--- config.mk ---
export PLATFORM = sky130hd
export DESIGN_NAME = cache_mem_arbiter_flat
export DESIGN_NICKNAME = d
export VERILOG_FILES = /design/src/rtl/cache_bus_pkg.sv /design/src/rtl/cache_mem_arbiter_if.sv /design/src/rtl/owner_fifo.sv /design/src/rtl/cache_mem_arbiter.sv /design/src/flat_wrapper.sv
export SDC_FILE = /design/constraint.sdc
export NUM_CORES = 1
export LEC_CHECK = 0
export ABC_AREA = 0
export CORE_AREA = 4 4 117 119
export DETAILED_ROUTE_END_ITERATION = 8
export DIE_AREA = 0 0 121 123
export HOLD_SLACK_MARGIN = 0.08
export SKIP_LAST_GASP = 1
export SLEW_MARGIN = 40
export SYNTH_ARGS = -nofsm -noshare
export SYNTH_HDL_FRONTEND = slang
export SYNTH_HIERARCHICAL = 1
export SYNTH_SLANG_ARGS = --single-unit
export TNS_END_PERCENT = 1
--- constraint.sdc ---
create_clock -name clk -period 2.6 [get_ports clk]
set_input_delay 0.26 -clock clk [delete_from_list [all_inputs] [get_ports clk]]
set_output_delay 0.26 -clock clk [all_outputs]
set_load 0.005 [all_outputs]
--- src/rtl/cache_bus_pkg.sv ---
// rtl/cache_bus_pkg.sv - shared types for the cache memory-port arbiter
package cache_bus_pkg;

  typedef enum logic {
    OWN_I = 1'b0,
    OWN_D = 1'b1
  } owner_e;

  typedef enum logic [1:0] {
    ARB_IDLE,
    ARB_GRANT_I,
    ARB_GRANT_D
  } arb_state_e;

  localparam logic [1:0] SIZE_WORD = 2'd2;

endpackage

--- src/rtl/cache_mem_arbiter_if.sv ---
// rtl/cache_mem_arbiter_if.sv - SRAM-like request/response bus shared by caches and memory port
interface cache_mem_arbiter_if #(
  parameter int ADDR_W = 32,
  parameter int DATA_W = 32
);

  logic              req;
  logic              wr;
  logic [1:0]        size;
  logic [ADDR_W-1:0] addr;
  logic [DATA_W-1:0] wdata;
  logic              addr_ok;
  logic              data_ok;
  logic [DATA_W-1:0] rdata;

  modport master (
    output req, wr, size, addr, wdata,
    input  addr_ok, data_ok, rdata
  );

  modport slave (
    input  req, wr, size, addr, wdata,
    output addr_ok, data_ok, rdata
  );

endinterface

--- src/rtl/owner_fifo.sv ---
// rtl/owner_fifo.sv - in-order FIFO of 1-bit transaction owners
module owner_fifo
  import cache_bus_pkg::*;
#(
  parameter int DEPTH = 4
) (
  input  logic                       clk,
  input  logic                       reset,
  input  logic                       push,
  input  owner_e                     push_owner,
  input  logic                       pop,
  output owner_e                     head_owner,
  output logic                       empty,
  output logic                       full,
  output logic [$clog2(DEPTH):0]     count
);

  localparam int PTR_W = $clog2(DEPTH);
  localparam int CNT_W = PTR_W + 1;

  owner_e           mem [DEPTH];
  logic [PTR_W-1:0] wr_ptr;
  logic [PTR_W-1:0] rd_ptr;

  always_ff @(posedge clk) begin
    if (push) begin
      mem[wr_ptr] <= push_owner;
    end
  end

  // Pointers wrap naturally since DEPTH is a power of two.
  always_ff @(posedge clk) begin
    if (reset) begin
      wr_ptr <= '0;
      rd_ptr <= '0;
      count  <= '0;
    end else begin
      if (push) begin
        wr_ptr <= wr_ptr + 1'b1;
      end
      if (pop) begin
        rd_ptr <= rd_ptr + 1'b1;
      end
      case ({push, pop})
        2'b10:   count <= count + 1'b1;
        2'b01:   count <= count - 1'b1;
        default: count <= count;
      endcase
    end
  end

  assign head_owner = mem[rd_ptr];
  assign empty      = (count == '0);
  assign full       = (count == CNT_W'(DEPTH));

endmodule

--- src/rtl/cache_mem_arbiter.sv ---
// rtl/cache_mem_arbiter.sv - round-robin arbiter sharing one memory port between icache and dcache
module cache_mem_arbiter
  import cache_bus_pkg::*;
#(
  parameter int MAX_OUTSTANDING = 4,
  parameter int ADDR_W          = 32,
  parameter int DATA_W          = 32
) (
  input  logic                clk,
  input  logic                reset,
  cache_mem_arbiter_if.slave  i_bus,
  cache_mem_arbiter_if.slave  d_bus,
  cache_mem_arbiter_if.master m_bus,
  output logic                busy,
  output logic                proto_err
);

  localparam int CNT_W = $clog2(MAX_OUTSTANDING) + 1;

  arb_state_e       state;
  arb_state_e       state_nxt;
  owner_e           last_grant;
  owner_e           push_owner;
  owner_e           head_owner;
  logic             fwd_req;
  logic             accept;
  logic             pop;
  logic             fifo_empty;
  logic             fifo_full;
  logic [CNT_W-1:0] fifo_count;

  // The icache never writes, so its write-side fields are ignored.
  logic unused_icache_fields;
  assign unused_icache_fields = &{1'b0, i_bus.wr, i_bus.size, i_bus.wdata};

  assign fwd_req    = (state == ARB_GRANT_I) ? i_bus.req :
                      (state == ARB_GRANT_D) ? d_bus.req : 1'b0;
  assign accept     = fwd_req & m_bus.addr_ok;
  assign push_owner = (state == ARB_GRANT_D) ? OWN_D : OWN_I;
  assign pop        = m_bus.data_ok & ~fifo_empty;

  owner_fifo #(
    .DEPTH (MAX_OUTSTANDING)
  ) u_owner_fifo (
    .clk        (clk),
    .reset      (reset),
    .push       (accept),
    .push_owner (push_owner),
    .pop        (pop),
    .head_owner (head_owner),
    .empty      (fifo_empty),
    .full       (fifo_full),
    .count      (fifo_count)
  );

  always_ff @(posedge clk) begin
    if (reset) begin
      state <= ARB_IDLE;
    end else begin
      state <= state_nxt;
    end
  end

  always_ff @(posedge clk) begin
    if (reset) begin
      last_grant <= OWN_D;
      proto_err  <= 1'b0;
    end else begin
      if (accept) begin
        last_grant <= push_owner;
      end
      if (m_bus.data_ok && fifo_empty) begin
        proto_err <= 1'b1;
      end
    end
  end

  // On a tie the requester that did not win last time gets the port.
  always_comb begin
    state_nxt = state;
    case (state)
      ARB_IDLE: begin
        if (!fifo_full && (i_bus.req || d_bus.req)) begin
          if (i_bus.req && d_bus.req) begin
            state_nxt = (last_grant == OWN_D) ? ARB_GRANT_I : ARB_GRANT_D;
          end else if (i_bus.req) begin
            state_nxt = ARB_GRANT_I;
          end else begin
            state_nxt = ARB_GRANT_D;
          end
        end
      end
      ARB_GRANT_I: begin
        if (accept || !i_bus.req) begin
          state_nxt = ARB_IDLE;
        end
      end
      ARB_GRANT_D: begin
        if (accept || !d_bus.req) begin
          state_nxt = ARB_IDLE;
        end
      end
      default: state_nxt = ARB_IDLE;
    endcase
  end

  always_comb begin
    m_bus.req     = fwd_req;
    m_bus.wr      = 1'b0;
    m_bus.size    = 2'd0;
    m_bus.addr    = {ADDR_W{1'b0}};
    m_bus.wdata   = {DATA_W{1'b0}};
    i_bus.addr_ok = 1'b0;
    d_bus.addr_ok = 1'b0;
    case (state)
      ARB_GRANT_I: begin
        m_bus.size    = SIZE_WORD;
        m_bus.addr    = i_bus.addr;
        i_bus.addr_ok = accept;
      end
      ARB_GRANT_D: begin
        m_bus.wr      = d_bus.wr;
        m_bus.size    = d_bus.size;
        m_bus.addr    = d_bus.addr;
        m_bus.wdata   = d_bus.wdata;
        d_bus.addr_ok = accept;
      end
      default: begin
        m_bus.req = 1'b0;
      end
    endcase
  end

  assign i_bus.data_ok = pop & (head_owner == OWN_I);
  assign d_bus.data_ok = pop & (head_owner == OWN_D);
  assign i_bus.rdata   = m_bus.rdata;
  assign d_bus.rdata   = m_bus.rdata;

  assign busy = (state != ARB_IDLE) || (fifo_count != '0);

endmodule

--- src/flat_wrapper.sv ---
// flat-port wrapper written by rule: the top's interface ports become plain ports
module cache_mem_arbiter_flat import cache_bus_pkg::*;
#(
  parameter int MAX_OUTSTANDING = 4,
  parameter int ADDR_W          = 32,
  parameter int DATA_W          = 32
)
  (clk, reset, busy, proto_err, i_bus_req, i_bus_wr, i_bus_size, i_bus_addr, i_bus_wdata, i_bus_addr_ok, i_bus_data_ok, i_bus_rdata, d_bus_req, d_bus_wr, d_bus_size, d_bus_addr, d_bus_wdata, d_bus_addr_ok, d_bus_data_ok, d_bus_rdata, m_bus_req, m_bus_wr, m_bus_size, m_bus_addr, m_bus_wdata, m_bus_addr_ok, m_bus_data_ok, m_bus_rdata);
  cache_mem_arbiter_if #(.ADDR_W(ADDR_W), .DATA_W(DATA_W)) i_bus_i ();
  cache_mem_arbiter_if #(.ADDR_W(ADDR_W), .DATA_W(DATA_W)) d_bus_i ();
  cache_mem_arbiter_if #(.ADDR_W(ADDR_W), .DATA_W(DATA_W)) m_bus_i ();
  input  logic clk;
  input  logic reset;
  output logic busy;
  output logic proto_err;
  input wire logic [$bits(i_bus_i.req)-1:0] i_bus_req;
  input wire logic [$bits(i_bus_i.wr)-1:0] i_bus_wr;
  input wire logic [$bits(i_bus_i.size)-1:0] i_bus_size;
  input wire logic [$bits(i_bus_i.addr)-1:0] i_bus_addr;
  input wire logic [$bits(i_bus_i.wdata)-1:0] i_bus_wdata;
  output wire logic [$bits(i_bus_i.addr_ok)-1:0] i_bus_addr_ok;
  output wire logic [$bits(i_bus_i.data_ok)-1:0] i_bus_data_ok;
  output wire logic [$bits(i_bus_i.rdata)-1:0] i_bus_rdata;
  input wire logic [$bits(d_bus_i.req)-1:0] d_bus_req;
  input wire logic [$bits(d_bus_i.wr)-1:0] d_bus_wr;
  input wire logic [$bits(d_bus_i.size)-1:0] d_bus_size;
  input wire logic [$bits(d_bus_i.addr)-1:0] d_bus_addr;
  input wire logic [$bits(d_bus_i.wdata)-1:0] d_bus_wdata;
  output wire logic [$bits(d_bus_i.addr_ok)-1:0] d_bus_addr_ok;
  output wire logic [$bits(d_bus_i.data_ok)-1:0] d_bus_data_ok;
  output wire logic [$bits(d_bus_i.rdata)-1:0] d_bus_rdata;
  output wire logic [$bits(m_bus_i.req)-1:0] m_bus_req;
  output wire logic [$bits(m_bus_i.wr)-1:0] m_bus_wr;
  output wire logic [$bits(m_bus_i.size)-1:0] m_bus_size;
  output wire logic [$bits(m_bus_i.addr)-1:0] m_bus_addr;
  output wire logic [$bits(m_bus_i.wdata)-1:0] m_bus_wdata;
  input wire logic [$bits(m_bus_i.addr_ok)-1:0] m_bus_addr_ok;
  input wire logic [$bits(m_bus_i.data_ok)-1:0] m_bus_data_ok;
  input wire logic [$bits(m_bus_i.rdata)-1:0] m_bus_rdata;
  assign i_bus_i.req = i_bus_req;
  assign i_bus_i.wr = i_bus_wr;
  assign i_bus_i.size = i_bus_size;
  assign i_bus_i.addr = i_bus_addr;
  assign i_bus_i.wdata = i_bus_wdata;
  assign i_bus_addr_ok = i_bus_i.addr_ok;
  assign i_bus_data_ok = i_bus_i.data_ok;
  assign i_bus_rdata = i_bus_i.rdata;
  assign d_bus_i.req = d_bus_req;
  assign d_bus_i.wr = d_bus_wr;
  assign d_bus_i.size = d_bus_size;
  assign d_bus_i.addr = d_bus_addr;
  assign d_bus_i.wdata = d_bus_wdata;
  assign d_bus_addr_ok = d_bus_i.addr_ok;
  assign d_bus_data_ok = d_bus_i.data_ok;
  assign d_bus_rdata = d_bus_i.rdata;
  assign m_bus_req = m_bus_i.req;
  assign m_bus_wr = m_bus_i.wr;
  assign m_bus_size = m_bus_i.size;
  assign m_bus_addr = m_bus_i.addr;
  assign m_bus_wdata = m_bus_i.wdata;
  assign m_bus_i.addr_ok = m_bus_addr_ok;
  assign m_bus_i.data_ok = m_bus_data_ok;
  assign m_bus_i.rdata = m_bus_rdata;
  cache_mem_arbiter #(.MAX_OUTSTANDING(MAX_OUTSTANDING), .ADDR_W(ADDR_W), .DATA_W(DATA_W)) u_core (.clk(clk), .reset(reset), .i_bus(i_bus_i), .d_bus(d_bus_i), .m_bus(m_bus_i), .busy(busy), .proto_err(proto_err));
endmodule
==> run_1/met1.png <==
The bar under the picture is 20 um long.
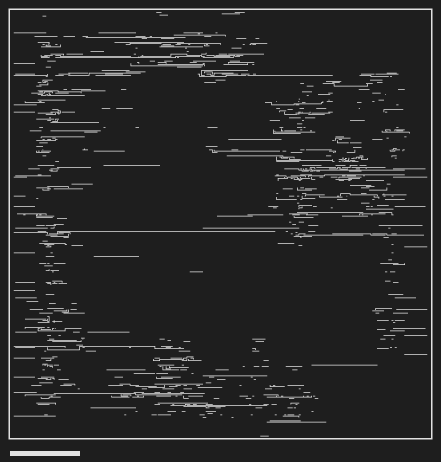
main direction	horizontal
longest straight run	62.5 um
routed wire length: 8.28 mm
via count: 2155
M1 GR Usage: 10.0%

==> run_1/density.png <==
The bar under the picture is 20 um long. The die is cut into 12 by 12 equal tiles; black is low, pale yellow is high, 0 to 100% covered.
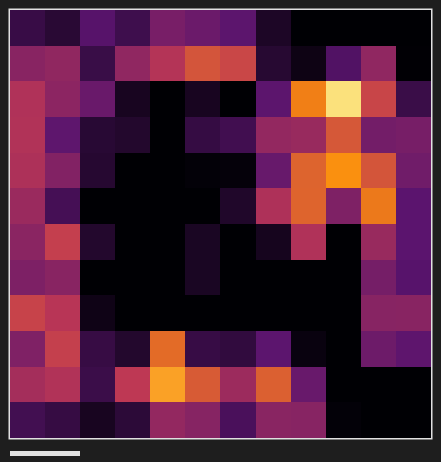
densest ninth of the die	right middle
mean over tiles	24%
emptiest ninth of the die	middle
fullest tile	94%
nearly empty tiles	28%
Std-Cell Core Area: 12600 um^2
post-layout utilization of the core: 29.5%
starting density of the core: 16.6%

==> run_1/wire_density.png <==
The bar under the picture is 20 um long. The die is cut into 24 by 25 equal tiles; black is low, pale yellow is high, scaled to the fullest tile. Values are wire area over tile area, all layers added.
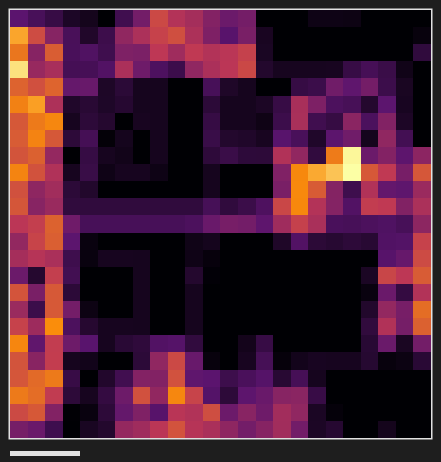
mean over tiles	0.094
fullest tile	0.45
tiles over half the peak	13%
nearly empty tiles	28%
total global routing track utilization: 10.1%
routed wirelength normalized by instance count: 15.0 um

==> run_1/met2.png <==
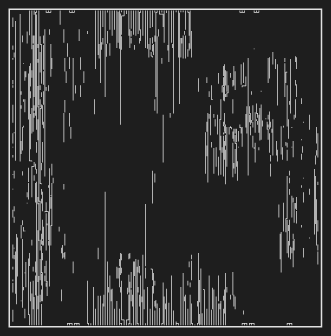
wire length on this layer	4280 um
main direction	vertical
nets with wire on the layer	448
met2 track demand over resource in global routing: 19.1%

==> results.json, run 1 <==
{
  "run_status": "finished, final reports clean",
  "timing_worst_setup_path_type": "reg2out",
  "clock_power_mw": 0.308,
  "highest_attainable_clock_frequency_ghz": 0.405,
  "layout_top_cells": "sky130_fd_sc_hd__clkdlybuf4s50_1 (178), sky130_fd_sc_hd__and2_1 (40), sky130_fd_sc_hd__nor2b_1 (35)",
  "synth-area-yosys_um2": 2090,
  "top_post_synthesis_cells_by_count": "sky130_fd_sc_hd__buf_4 (64), sky130_fd_sc_hd__and2_1 (40), sky130_fd_sc_hd__nor2b_1 (35)",
  "route.antenna.remaining_nets": 0,
  "wire_length_of_the_first_global_routing_pass_mm": 11.9,
  "row_count": 41,
  "detailedRoute.firstPassIterationCount": 4,
  "synth_flops": 17,
  "cts.clk_slew.worst_paths_ns": 0.05,
  "layout_setup_ws_ns": 0.130,
  "cp-end-kind": "primary output",
  "seq_area_um2": 380,
  "dp_worst_setup_slack_ns": 0.187,
  "antennaDiodeCount": 0,
  "reg2regPathDepth": 13,
  "synthesized_area_fraction_occupied_by_adder_cells_pct": 5.76,
  "timing.hold.worst_endpoint": "u_core/last_grant",
  "top_area_share_pct": 23.0,
  "grt_start_max_net_pins": 73,
  "final.setup.tns_ns": 0,
  "cp_slowest_stage_delay_ns": 0.55,
  "synth.top_cells.by_area": "sky130_fd_sc_hd__buf_4 (23%), sky130_fd_sc_hd__dfxtp_1 (12%), sky130_fd_sc_hd__and2_1 (12%), sky130_fd_sc_hd__a22oi_1 (12%), sky130_fd_sc_hd__nor2b_1 (10%)",
  "vias_in_the_first_global_route": 2252,
  "mux_area_share_pct": 1.56,
  "synth_simple_gate_area_share_pct": 28.4,
  "drc_errors": 0,
  "logic_family": "simple AND/OR/NAND/NOR gates",
  "clockRootBuffer": "sky130_fd_sc_hd__clkbuf_16",
  "layout_top_cell": "sky130_fd_sc_hd__clkdlybuf4s50_1",
  "top_area_cell_class": "non-clock buffers",
  "final-clk-cell-share_pct": 2.16,
  "powerSeq_mw": 0.319,
  "comb-cell-share_pct": 30.3,
  "syn2layout_area_growth_pct": 77.8,
  "r2r_end": "u_core/u_owner_fifo/count[2]",
  "rsz0062_at_grt": "no",
  "synthesis.instances": 268,
  "yosysUniqueCellTypes": 33,
  "worst_path_dominant_cell_family": "buffers and inverters",
  "power.ir.vdd_worst_mv": 0.208,
  "placement.cell_area_um2": 3630,
  "power.total_mw": 1.38,
  "crit_chain": "inv_1 > ha_1 > buf_4 > a22oi_1 > nor2b_1 > clkdlybuf4s50_1",
  "cts_num_sinks": 17,
  "critical_path_buf_inv_count": 3,
  "post_layout_nonfiller_instances": 551,
  "finalHoldViolations": 0,
  "worst_path_cell_with_the_longest_stage_delay": "sky130_fd_sc_hd__clkdlybuf4s50_1",
  "n_all_inverters": 10,
  "cp-start-kind": "register",
  "syn_nets": 449,
  "finalSetupViolations": 0,
  "clkbuf_count": 3,
  "drt_iter0_drc": 101,
  "asyncSetResetFlopFracSynth_pct": 0,
  "grt_antenna_before_repair": 0,
  "clock_tree.buffer_depth": 2,
  "postCtsSetupBuffers": 0,
  "power_top_consumer": "combinational logic",
  "worst_clock_skew_ns": 0.00281,
  "reg2reg_slack_ns": 0.23,
  "seq_area_share_pct": 10.3,
  "switching_share_pct": 29.5,
  "power.leakage_nw": 1.28,
  "worstHoldPathType": "reg2reg",
  "top_usage_layer": "met2",
  "max_cap_violations": 0,
  "postSynth.topFlopCell": "sky130_fd_sc_hd__dfxtp_1",
  "worst_slew_pin_slew_ns": 0.374,
  "layout.sequential_cells": 17,
  "io-pin-count": 310,
  "critical_path.reg2reg.startpoint": "u_core/state[1]",
  "grt_overflow_total": 0,
  "yosysTopAreaCell": "sky130_fd_sc_hd__buf_4",
  "maxUsedRoutingLayer": "met4",
  "comb_power_share_pct": 54.7,
  "synth_warnings": 6,
  "wl_met2_mm": 4.28,
  "inserted_clock_buffers": 3,
  "buf_share_pct": 50.5,
  "power-per-cell-area_nw_per_um2": 373,
  "cp-startpoint": "u_core/state[1]",
  "p_sw_mw": 0.408,
  "number_of_nets_in_the_layout": 561,
  "route.detailed.vias_per_inst": 3.91,
  "crit_cells": 6,
  "postCtsResizedCells": 0,
  "detailed_routed_wire_length_on_met3_mm": 1.06,
  "hold_start": "u_core/last_grant",
  "non_clock_buffer_total_of_the_final_layout": 187,
  "clock_insertion_delay_worst_skew_ns": 0.25,
  "logic_gates": 161,
  "synth-compound-area-share_pct": 15.8,
  "final_cell_area_um2": 3710,
  "cts_max_level": 1,
  "p_int_mw": 0.975,
  "post_route_cells_drive_above_1_share_pct": 4.49,
  "ys_sh_xor_pct": 2.10,
  "share_clk_of_total_power_pct": 22.3,
  "fillerInstances": 1349,
  "yosysCellCount": 268,
  "arrival_ns": 2.21,
  "synth-seq-area-share_pct": 18.2,
  "chipArea_um2": 14900,
  "post_synth.cell_area_avg_um2": 7.79,
  "tritoncts": "built",
  "place.detailed.hpwl_mm": 6.97,
  "placedCellCount": 547,
  "syn_area_um2": 2090,
  "fin_worst_hold_slack_ns": 0.460,
  "finalCriticalPeriod_ns": 2.47,
  "globalRouteMet3Util_pct": 4.53,
  "worst_hold_path.num_cells": 1,
  "port_bufs": 178,
  "mi_logic_area_um2": 1120,
  "timing.critical_path.fanout_max": 32,
  "timing.final.max_slew_violations": 0,
  "setup.worst_path.end": "m_bus_addr[19]",
  "met1_length_mm": 2.81,
  "p_comb_mw": 0.756,
  "post_cts_hold_buffer_count": 0
}
--- run 2 (diff from run 1) ---
- SKIP_LAST_GASP: 1 -> not set
- clock period: 2.6 -> 2.4 ns (I/O delays scaled with it)
==> run_2/density.png <==
The bar under the picture is 20 um long. The die is cut into 12 by 12 equal tiles; black is low, pale yellow is high, 0 to 100% covered.
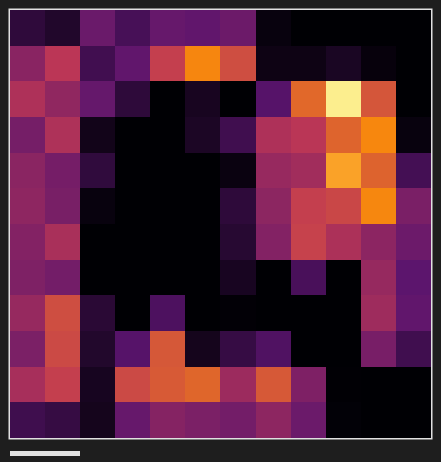
post-layout utilization of the core: 30.1%

==> run_2/final_congestion.png <==
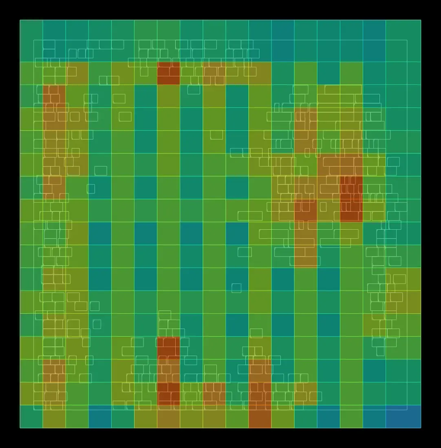
met2 track demand over resource in global routing: 19.2%
M1 GR Usage: 9.76%
busiest metal layer after global routing: met2
routed wirelength normalized by instance count: 14.8 um
met3 usage: 4.85%

==> run 2 against run 1 <==
Net effect:
- setup slack got worse by 0.012 ns
- routed wire length is 0.77% lower
- critical path type is now reg2reg
- total power grew 10%
- critical path depth up 7
- utilization increased by 0.55 points
- synthesized area unchanged
- sequential power grew 9.4%
- non-clock buffer count is 3 higher
- combinational power increased by 11%
- final cell count is 0.54% higher
- hold slack improved by 0.010 ns
==> results.json, run 2 <==
{
  "synth-area-yosys_um2": 2090,
  "yosysUniqueCellTypes": 33,
  "drc_errors": 0,
  "syn_nets": 449,
  "layout.sequential_cells": 17,
  "asyncSetResetFlopFracSynth_pct": 0,
  "clockRootBuffer": "sky130_fd_sc_hd__clkbuf_16",
  "synth-compound-area-share_pct": 15.8,
  "placement.cell_area_um2": 3650,
  "clkbuf_count": 3,
  "syn_area_um2": 2090,
  "run_status": "finished, final reports clean",
  "synth_simple_gate_area_share_pct": 28.4,
  "buf_share_pct": 50.3,
  "wire_length_of_the_first_global_routing_pass_mm": 11.9,
  "power.ir.vdd_worst_mv": 0.223,
  "detailed_routed_wire_length_on_met3_mm": 1.04,
  "floorplan.initialDensity_pct": 16.6,
  "cts_max_level": 1,
  "top_area_share_pct": 23.0,
  "synth.top_cells.by_area": "sky130_fd_sc_hd__buf_4 (23%), sky130_fd_sc_hd__dfxtp_1 (12%), sky130_fd_sc_hd__and2_1 (12%), sky130_fd_sc_hd__a22oi_1 (12%), sky130_fd_sc_hd__nor2b_1 (10%)",
  "mi_logic_area_um2": 1160,
  "chipArea_um2": 14900,
  "highest_attainable_clock_frequency_ghz": 0.438,
  "yosysCellCount": 268,
  "grt_overflow_total": 0,
  "timing_worst_setup_path_type": "reg2reg",
  "wl_mm": 8.22,
  "detailedRoute.firstPassIterationCount": 4,
  "number_of_nets_in_the_layout": 564,
  "synthesized_area_fraction_occupied_by_adder_cells_pct": 5.76,
  "clock_insertion_delay_worst_skew_ns": 0.25,
  "seq_area_um2": 385,
  "timing.final.max_slew_violations": 0,
  "n_all_inverters": 10,
  "critical_path_buf_inv_count": 4,
  "synth_flops": 17,
  "yosysTopAreaCell": "sky130_fd_sc_hd__buf_4",
  "clock_power_mw": 0.334,
  "power-per-cell-area_nw_per_um2": 403,
  "worst_path_cell_with_the_longest_stage_delay": "sky130_fd_sc_hd__or3_1",
  "synthesis.instances": 268,
  "fillerInstances": 1345,
  "met1_length_mm": 2.72,
  "tritoncts": "built",
  "inserted_clock_buffers": 3,
  "arrival_ns": 2.46,
  "synth-seq-area-share_pct": 18.2,
  "crit_cells": 13,
  "cp-end-kind": "register",
  "worst_path_dominant_cell_family": "adder cells",
  "mux_area_share_pct": 1.56,
  "clock_tree.buffer_depth": 2,
  "setup.worst_path.end": "u_core/u_owner_fifo/count[2]",
  "maxUsedRoutingLayer": "met4",
  "share_clk_of_total_power_pct": 21.9,
  "cp-startpoint": "u_core/state[0]",
  "vias_in_the_first_global_route": 2271,
  "antennaDiodeCount": 0,
  "layout_top_cells": "sky130_fd_sc_hd__clkdlybuf4s50_1 (178), sky130_fd_sc_hd__and2_1 (40), sky130_fd_sc_hd__nor2b_1 (35)",
  "comb_power_share_pct": 55.2,
  "ys_sh_xor_pct": 2.10,
  "r2r_end": "u_core/u_owner_fifo/count[2]",
  "non_clock_buffer_total_of_the_final_layout": 190,
  "power.leakage_nw": 1.30,
  "place.detailed.hpwl_mm": 6.97,
  "timing.critical_path.fanout_max": 3,
  "post_route_cells_drive_above_1_share_pct": 7.85,
  "core_um2": 12600,
  "post_cts_hold_buffer_count": 0,
  "hold_start": "u_core/proto_err",
  "cp-start-kind": "register",
  "groute.usage.overall_pct": 10.0,
  "cts_num_sinks": 17,
  "post_synth.cell_area_avg_um2": 7.79,
  "logic_gates": 161
}
--- run 3 (diff from run 2) ---
- SLEW_MARGIN: 40 -> not set
==> run_3/met1.png <==
The bar under the picture is 20 um long.
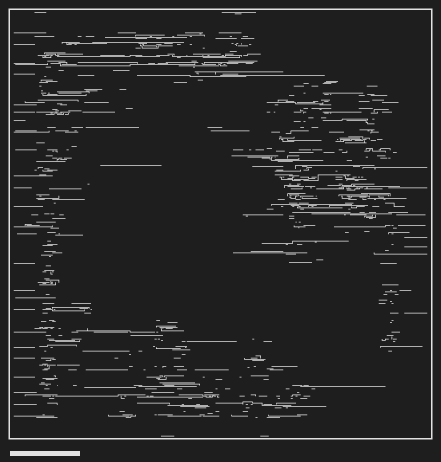
longest straight run	29.9 um
wire length on this layer	2720 um
share of all routed wire	33%

==> run_3/met2.png <==
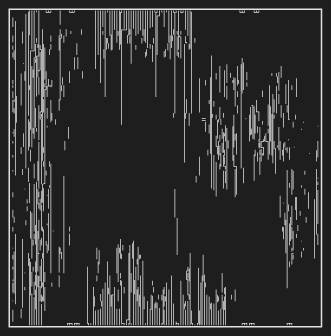
main direction	vertical
share of all routed wire	53%

==> run 3 against run 2 <==
Net effect:
- clock-buffer cell count unchanged
- final area did not move
- highest routed layer unchanged
- largest power group unchanged
- non-clock buffer count is the same
==> results.json, run 3 <==
{
  "yosysTopAreaCell": "sky130_fd_sc_hd__buf_4",
  "critical_path_buf_inv_count": 4,
  "clock_power_mw": 0.334,
  "timing_worst_setup_path_type": "reg2reg",
  "buf_share_pct": 50.3,
  "inserted_clock_buffers": 3,
  "arrival_ns": 2.46,
  "syn_area_um2": 2090,
  "logic_gates": 161,
  "number_of_nets_in_the_layout": 564,
  "mux_area_share_pct": 1.56,
  "post_route_cells_drive_above_1_share_pct": 7.85,
  "drc_errors": 0,
  "met1_length_mm": 2.72,
  "timing.critical_path.fanout_max": 3,
  "avgRoutedWirePerCell_um": 14.8,
  "synth-area-yosys_um2": 2090,
  "share_clk_of_total_power_pct": 21.9,
  "chipArea_um2": 14900,
  "synth.top_cells.by_area": "sky130_fd_sc_hd__buf_4 (23%), sky130_fd_sc_hd__dfxtp_1 (12%), sky130_fd_sc_hd__and2_1 (12%), sky130_fd_sc_hd__a22oi_1 (12%), sky130_fd_sc_hd__nor2b_1 (10%)",
  "yosysUniqueCellTypes": 33,
  "highest_attainable_clock_frequency_ghz": 0.438,
  "hold_start": "u_core/proto_err",
  "power.ir.vdd_worst_mv": 0.223,
  "detailedRoute.firstPassIterationCount": 4,
  "synthesis.instances": 268,
  "timing.final.max_slew_violations": 0,
  "setup.worst_path.end": "u_core/u_owner_fifo/count[2]",
  "clock_tree.buffer_depth": 2,
  "cp-end-kind": "register",
  "antennaDiodeCount": 0,
  "power.leakage_nw": 1.30,
  "clkbuf_count": 3,
  "globalRouteMet3Util_pct": 4.85,
  "comb_power_share_pct": 55.2,
  "placement.cell_area_um2": 3650,
  "vias_in_the_first_global_route": 2271,
  "n_all_inverters": 10,
  "grt_overflow_total": 0,
  "maxUsedRoutingLayer": "met4",
  "syn_nets": 449,
  "layout.core_utilization_pct": 30.1,
  "synthesized_area_fraction_occupied_by_adder_cells_pct": 5.76,
  "fillerInstances": 1345,
  "run_status": "finished, final reports clean",
  "synth-seq-area-share_pct": 18.2,
  "mi_logic_area_um2": 1160,
  "asyncSetResetFlopFracSynth_pct": 0,
  "floorplan.initialDensity_pct": 16.6,
  "top_area_share_pct": 23.0,
  "groute.usage.overall_pct": 10.0,
  "post_synth.cell_area_avg_um2": 7.79,
  "cts_num_sinks": 17,
  "tritoncts": "built",
  "power-per-cell-area_nw_per_um2": 403,
  "cts_max_level": 1,
  "comb-cell-share_pct": 30.7,
  "non_clock_buffer_total_of_the_final_layout": 190,
  "wl_mm": 8.22,
  "crit_cells": 13,
  "clockRootBuffer": "sky130_fd_sc_hd__clkbuf_16",
  "top_usage_layer": "met2",
  "synth_simple_gate_area_share_pct": 28.4,
  "yosysCellCount": 268,
  "synth_flops": 17,
  "synth-compound-area-share_pct": 15.8,
  "place.detailed.hpwl_mm": 6.97,
  "ys_sh_xor_pct": 2.10,
  "clock_insertion_delay_worst_skew_ns": 0.25,
  "grt.met2_usage_pct": 19.2,
  "r2r_end": "u_core/u_owner_fifo/count[2]",
  "seq_area_um2": 385,
  "core_um2": 12600,
  "cp-startpoint": "u_core/state[0]",
  "worst_path_cell_with_the_longest_stage_delay": "sky130_fd_sc_hd__or3_1"
}
No activity file was given, so power comes from the tool's default toggle rates.
